Design part_2_sut_capture, sky130hd; sources not shown.
**Run 1: I/O pins on the die edge**

Drawn at 4 px/um. Pins as bars across the die edge, other pins in grey.
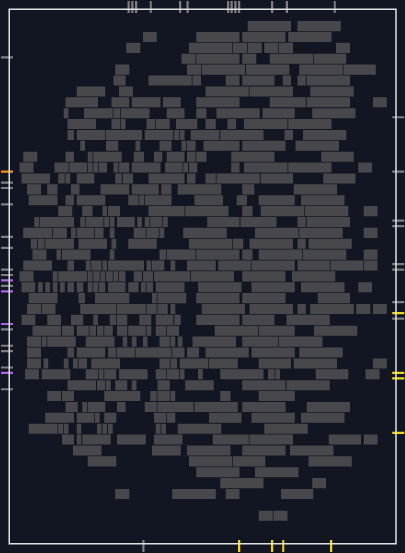
[orange] vec_valid | pins: 1 | direction: output | edge: left
[purple] cap_en | pins: 4 | direction: input | edge: left
[yellow] vec_seq | pins: 8 | direction: output | edge: 4 right, 4 bottom
all pins by edge: 19 left, 13 top, 12 right, 5 bottom
input/output buffers: 48
Die H: 133 um
Die X: 96.3 um

**Run 1: signal wires on met2**

Drawn at 4 px/um.
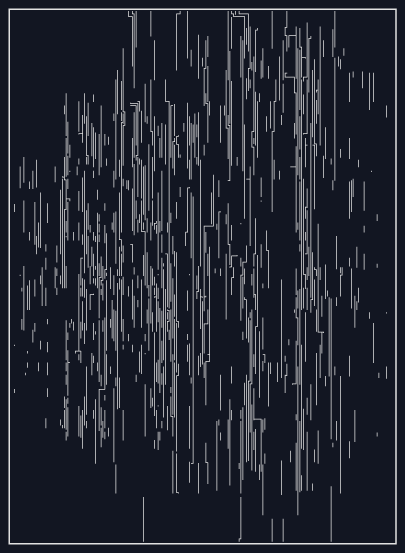
nets with wire on the layer: 404
longest straight run: 66.6 um
wire length on this layer: 4,940 um
share of all routed wire: 55%
Global Route met2 Usage: 27.7%
Routed WL: 9030 um

**Run 1: port wiring**

Drawn at 2 px/um.
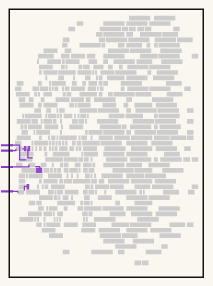
[purple] cap_en | direction: input | edge: left | end cells: 4 | buffers: 4 | wire: 46.8 um
IO Pins: 49

**Run 1: placed standard cells**

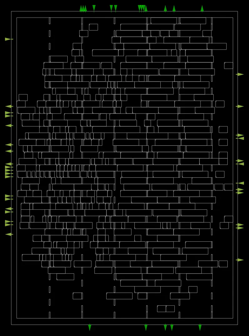
flip-flops: 127
fillcell total: 967
Layout Utilization: 54.9%
Rows: 47
Seq/total area: 52.6%

==> out/metrics.yaml, run 1 <==
sta:
  finalCritPeriodShare_pct: 85.3
  tns_ps: 0
  maxSlewHeadroom_pct: 58.1
outcome:
  status: "finished, final reports clean"
final_layout:
  instances_no_fill: 570
route:
  routedWlPerCell_um: 15.8
  firstDrtPassIters: 4
floorplan:
  core_area_mm2: 0.0118
pwr:
  power_frac_comb_pct: 22.1
  swShare_pct: 26.0
  intPower_mw: 3.53
  peakVddDrop_uv: 437
  power_frac_clock_pct: 38.4
synthesis:
  synthAdderAreaFrac_pct: 5.37
  ys_ff: 127
  yosysTopAreaCell: "edfxtp_1"
  synth_area_mm2: 0.00513
worst_setup_path:
  critPathKind: "reg2reg"
  worstPathRequired_ps: 3630
global_routing:
  grt_antenna_before_repair: 0
min_path:
  worstHoldPathType: "reg2reg"
==> run 1: power by group through the flow <==
stage	logic [mW]	registers, mW	clock network [mW]
3_3_place_gp	1.03	1.91	0
4_1_cts	1.07	1.89	1.86
2_1_floorplan	0.624	1.93	0
3_5_place_dp	1.06	1.92	0
5_1_grt	1.16	1.91	1.93
6_report	1.06	1.89	1.83
==> run 1: critical path: stages (launching register included) <==
cell	delay (ps)
dfxtp_1	460
nor3b_4	510
a21o_1	240
inv_1	110
nor2_1	220
a21o_1	130
ha_1	150
inv_1	50
fa_1	370
xor2_1	170
and2_1	170
nor3_1	130
==> run 1: routing by layer <==
metal	routed length, um	share of wire [%]
met1	3620	40
met5	0	0
met3	322	3.6
met4	150	1.7
met2	4940	55
==> run 1: per-stage QoR <==
step	cell area (um2)	utilization [%]
5_1_grt	6450	54.9
3_3_place_gp	5850	49.7
3_5_place_dp	5850	49.7
4_1_cts	6450	54.9
6_report	6450	54.9
2_1_floorplan	5130	-
==> run 1: kinds of logic (layout without fill, tap and decap cells) <==
family | after synthesis | in the layout
flip-flops | 127 | 127
buffers and inverters | 41 | 125
adder cells (fa/ha/maj) | 19 | 19
XOR/XNOR | 15 | 15
AND-OR/OR-AND | 29 | 29
multiplexers | 21 | 21
AND/OR/NAND/NOR | 87 | 87
==> run 1: area by class of cell <==
cell class | count | share of cell area [%]
flip-flops and latches | 127 | 52.6
clock buffers | 17 | 6.59
multi-input cells | 171 | 24.2
repair buffers | 63 | 9.19
well taps | 147 | 2.85
inverters | 30 | 1.74
clock inverters | 15 | 2.85
==> inputs of run 2 (changes only) <==
--- a/config.mk
+++ b/config.mk
@@ -12,6 +12,7 @@
 export CORE_MARGIN = 2
 export CORE_UTILIZATION = 43
 export DETAILED_ROUTE_END_ITERATION = 12
+export GPL_TIMING_DRIVEN = 0
 export PLACE_DENSITY = 0.69
 export SETUP_SLACK_MARGIN = 0.02
 export SLEW_MARGIN = 20
**Run 2: routed metal, one colour a layer**

Drawn at 2 px/um. Two of the layers only.
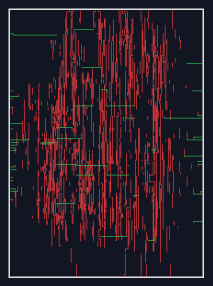
[red] metal 2 | wire length: 5,140 um
[green] metal 3 | wire length: 297 um
total track usage: 15.6%
post-DR wirelength/cell: 16.1 um
via count: 2,887
Routed WL: 9140 um

==> run 2 against run 1 <==
Effect of this change:
- combinational power about the same
- critical path depth is 1 lower
- utilization decreased by 0.23 points
- clock-buffer cell count rose by 4
==> out/metrics.yaml, run 2 <==
min_path:
  worstHoldPathType: "reg2reg"  # unchanged
  min_path_cells: 2  # unchanged
sta:
  maxSlewHeadroom_pct: 25.8  # was 58.1%
  tns_ps: 0  # unchanged
  worstMarginPinSlew_ps: 1110  # was 626 ps
  finalCritPeriodShare_pct: 90.8  # was 85.3%
  setup_viol: 0  # unchanged
  rsz0062_at_grt: "yes"  # was no
final_layout:
  finish.utilization_pct: 54.6  # was 54.9%
  final_cell_mix: "edfxtp_1, clkdlybuf4s50_1, dfxtp_1, nor2_1, inv_1"  # unchanged
  fillers: 983  # was 967
  largest_reg_flops: 76  # unchanged
  mostFrequentLayoutCell: "edfxtp_1"  # unchanged
  area_delta_synth_final_pct: 25.3  # was 25.8%
  layout.area.comb_mm2: 0.00157  # was 0.00156 mm2
  regArea_mm2: 0.00339  # about the same
global_routing:
  grt_max_degree: 20  # was 23
  grt_antenna_before_repair: 0  # unchanged
floorplan:
  placementRows: 47  # unchanged
  core_area_mm2: 0.0118  # unchanged
  die_area_mm2: 0.0128  # unchanged
  dieHeight_um: 133  # unchanged
  die_x_um: 96.3  # unchanged
  ioPinCount: 49  # unchanged
placement:
  io_buffers: 48  # unchanged
pwr:
  peakVddDrop_uv: 482  # was 437 uV
  power.switching_mw: 1.19  # was 1.24 mW
  power_frac_comb_pct: 21.5  # was 22.1%
  intPower_mw: 3.59  # was 3.53 mW
  power_frac_clock_pct: 38.5  # was 38.4%
  swShare_pct: 25.0  # was 26.0%
  pwr-share-seq_pct: 40.0  # was 39.5%
cts:
  cts_hold_buf: 0  # unchanged
  cts.repair.resized: 0  # unchanged
  clkTransAtPathRegs_ps: 50  # about the same
  htreeDepth: 4  # unchanged
synthesis:
  yosysTopAreaCell: "edfxtp_1"  # unchanged
  synth_area_per_cell_um2: 15.1  # unchanged
  ys_area_mm2: 0.00513  # unchanged
  ys_ff: 127  # unchanged
  synth_area_mm2: 0.00513  # unchanged
  synthAdderAreaFrac_pct: 5.37  # unchanged
route:
  firstDrtPassIters: 4  # unchanged
  ant_nets: 0  # unchanged
worst_setup_path:
  worstPathRequired_ps: 3570  # was 3630 ps
  critPathKind: "reg2reg"  # unchanged
  reg2reg_slack_ps: 310  # was 500 ps
outcome:
  status: "finished, final reports clean"  # unchanged
==> run 2: per-stage QoR <==
| stage | instances | setup WS [ps] | instance area (um2) |
|---|---|---|---|
| after floorplan | 339 | 569 | 5130 |
| after detailed placement | 534 | 13.4 | 5790 |
| after CTS | 566 | 123 | 6400 |
| after global placement | 534 | 63.2 | 5790 |
| after global routing | 568 | 0.479 | 6430 |
| final | 568 | 313 | 6430 |
==> run 2: cell families after synthesis <==
family | after synthesis
adders and majority gates | 19
muxes | 21
xor gates and xnor gates | 15
and+or+nand+nor | 87
AOI/OAI and AO/OA | 29
DFF | 127
buffers and inverters | 41
==> run 2: cell type report <==
type | count | share of cell area, %
clock buffer | 21 | 6.85
multi-input combinational | 171 | 24.4
buffer | 11 | 0.993
sequential | 127 | 52.8
tap | 147 | 2.86
inverter | 30 | 1.81
timing repair buffer | 50 | 7.71
clock inverter | 11 | 2.57
==> run 2: critical path, stage by stage (launching register included) <==
cell	delay (ps)
dfxtp_1	490
nor3b_4	330
clkbuf_1	310
inv_1	110
o21ai_0	420
inv_1	120
ha_1	220
fa_1	380
xnor2_1	200
xnor2_1	170
a31oi_1	110
==> run 2: routing by layer <==
layer | GRT usage (%) | vias up | routed length [um]
li1 | - | 1364 | -
met1 | 17.6 | 1447 | 3580
met2 | 26.9 | 63 | 5140
met3 | 4.98 | 13 | 296
met4 | 6.34 | 0 | 127
met5 | 0 | - | 0
==> run 2: power groups by stage <==
stage | registers, mW | logic [mW] | clock network (mW)
final | 1.91 | 1.03 | 1.84
after global routing | 1.93 | 1.14 | 1.93
after detailed placement | 1.94 | 1.01 | 0
after CTS | 1.91 | 1.02 | 1.87
after global placement | 1.93 | 0.992 | 0
after floorplan | 1.93 | 0.624 | 0
**Run 2: signal wires on met2**

Drawn at 4 px/um.
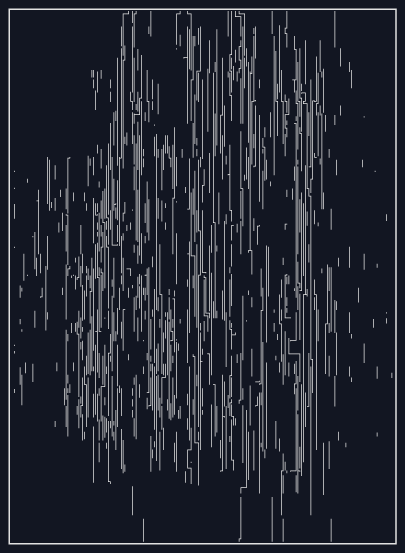

==> inputs of run 3 (changes only) <==
--- a/config.mk
+++ b/config.mk
@@ -6,14 +6,14 @@
 export NUM_CORES = 1
 export LEC_CHECK = 0
 export ABC_AREA = 0
-export ABC_CLOCK_PERIOD_IN_PS = 3400
 export CAP_MARGIN = 20
 export CORE_ASPECT_RATIO = 1.4
 export CORE_MARGIN = 2
-export CORE_UTILIZATION = 43
+export CORE_UTILIZATION = 55
+export CTS_CLUSTER_SIZE = 30
 export DETAILED_ROUTE_END_ITERATION = 12
 export GPL_TIMING_DRIVEN = 0
-export PLACE_DENSITY = 0.69
+export PLACE_DENSITY = 0.83
 export SETUP_SLACK_MARGIN = 0.02
 export SLEW_MARGIN = 20
 export SYNTH_ARGS = -nofsm -noshare
**Run 3: signal wires on met2**

Drawn at 4 px/um.
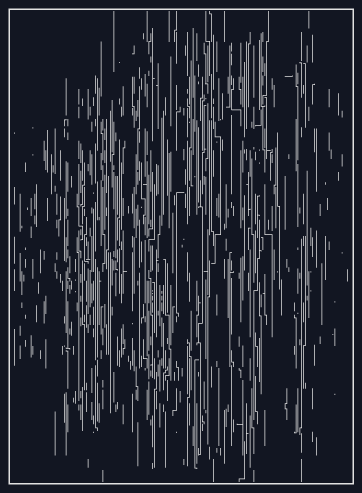
wire length on this layer: 4,810 um
share of all routed wire: 54%
main direction: vertical
via count: 2,905
Global Route met2 Usage: 33.1%

==> run 3 against run 2 <==
Effect of this change:
- total power fell by 5.5%
- flip-flop count unchanged
- synthesized cell count stayed put
- die size fell by 21%
- final cell count fell by 7.4%
- sequential power about the same
- sequential share of layout area increased by 1.2 points
- highest routed layer unchanged
==> out/metrics.yaml, run 3 <==
route:
  ant_nets: 0  # unchanged
  drt_wl_total_um: 8970  # was 9140 um
  routedWlPerCell_um: 17.1  # was 16.1 um
  firstDrtPassIters: 4  # unchanged
sta:
  rsz0062_at_grt: "no"  # was yes
  tns_ps: 0  # unchanged
  finalCritPeriodShare_pct: 92.8  # was 90.8%
  setup_viol: 0  # unchanged
  worstMarginPinSlew_ps: 1030  # was 1110 ps
worst_setup_path:
  critPathKind: "reg2reg"  # unchanged
  worstPathRequired_ps: 3570  # about the same
  reg2reg_slack_ps: 240  # was 310 ps
cts:
  htreeDepth: 4  # unchanged
  cts_hold_buf: 0  # unchanged
  clkTransAtPathRegs_ps: 60  # was 50 ps
synthesis:
  yosysTopAreaCell: "edfxtp_1"  # unchanged
  synthAdderAreaFrac_pct: 5.37  # unchanged
  ys_area_mm2: 0.00513  # unchanged
  ys_ff: 127  # unchanged
  synth_area_mm2: 0.00513  # unchanged
min_path:
  worstHoldPathType: "reg2reg"  # unchanged
  min_path_cells: 2  # unchanged
final_layout:
  layout.area.comb_mm2: 0.00157  # about the same
  mostFrequentLayoutCell: "edfxtp_1"  # unchanged
  final_cell_mix: "edfxtp_1, clkdlybuf4s50_1, dfxtp_1, nor2_1, inv_1"  # unchanged
  fin_area_mm2: 0.00629  # was 0.00643 mm2
  regArea_mm2: 0.00339  # about the same
  largest_reg_flops: 76  # unchanged
  fillers: 607  # was 983
floorplan:
  dieHeight_um: 118  # was 133 um
  die_x_um: 85.6  # was 96.3 um
  placementRows: 41  # was 47
  core_area_mm2: 0.00903  # was 0.0118 mm2
pwr:
  pwr-share-seq_pct: 42.4  # was 40.0%
  intPower_mw: 3.36  # was 3.59 mW
  power_frac_comb_pct: 22.3  # was 21.5%
  peakVddDrop_uv: 530  # was 482 uV
  power.switching_mw: 1.16  # was 1.19 mW
placement:
  io_buffers: 48  # unchanged
global_routing:
  grt_antenna_before_repair: 0  # unchanged
  grt_max_degree: 20  # unchanged
outcome:
  status: "finished, final reports clean"  # unchanged
[run 3: cell types whose count changed in the layout (fill, tap and decap cells not counted), moves of 2 or more]
cell	previous run	this run
clkbuf_8	0	2
clkinvlp_4	5	1
buf_4	2	0
clkinv_2	3	6
bufinv_16	4	0
[run 3: per-stage QoR]
stage          hold slack, ps  worst slack (ps)  util [%]  std cells
2_1_floorplan             381               569         -        339
3_3_place_gp              395              62.0      63.6        494
3_5_place_dp              426              37.5      63.6        494
4_1_cts                   437               177      69.5        526
5_1_grt                   443              26.9      69.6        526
6_report                  429               243      69.6        526
[run 3: area by class of cell]
type                            count  share of cell area, %
Inverter                           30                   1.79
Clock buffer                       25                   7.90
Buffer                             11                  0.975
Multi-Input combinational cell    171                   25.0
Tap cell                          107                   2.13
Timing Repair Buffer               48                   7.64
Clock inverter                      7                  0.597
Sequential cell                   127                   54.0
[run 3: layer usage]
metal / share of wire, % / global-route usage, %
met2: 54 / 33.1
met3: 4.7 / 6.77
met4: 2.6 / 9.72
met5: 0 / 0
met1: 39 / 22.5
[run 3: repair_timing]
item                       4_1_cts  5_1_grt
buffers inserted                 0        0
setup endpoints to repair        0        1
resized                          0        1
[run 3: worst max-delay path: stages (launching register included)]
cell and delay (ps):
dfxtp_1 420, nor3_2 230, nand2b_1 130, buf_2 210, inv_1 170, nand2_1 100, nor2_1 50, ha_1 290
inv_1 40, ha_1 200, fa_1 370, xor3_1 380, nor2_1 50, nor3_1 170, o21ai_0 120
[run 3: power by group through the flow]
stage | clock (mW) | sequential, mW | combinational (mW)
global placement | 0 | 1.93 | 0.977
CTS | 1.62 | 1.92 | 1.02
finish | 1.60 | 1.92 | 1.01
detailed placement | 0 | 1.94 | 1.01
global route | 1.70 | 1.93 | 1.11
floorplan | 0 | 1.93 | 0.624
No activity file was given, so power comes from the tool's default toggle rates.
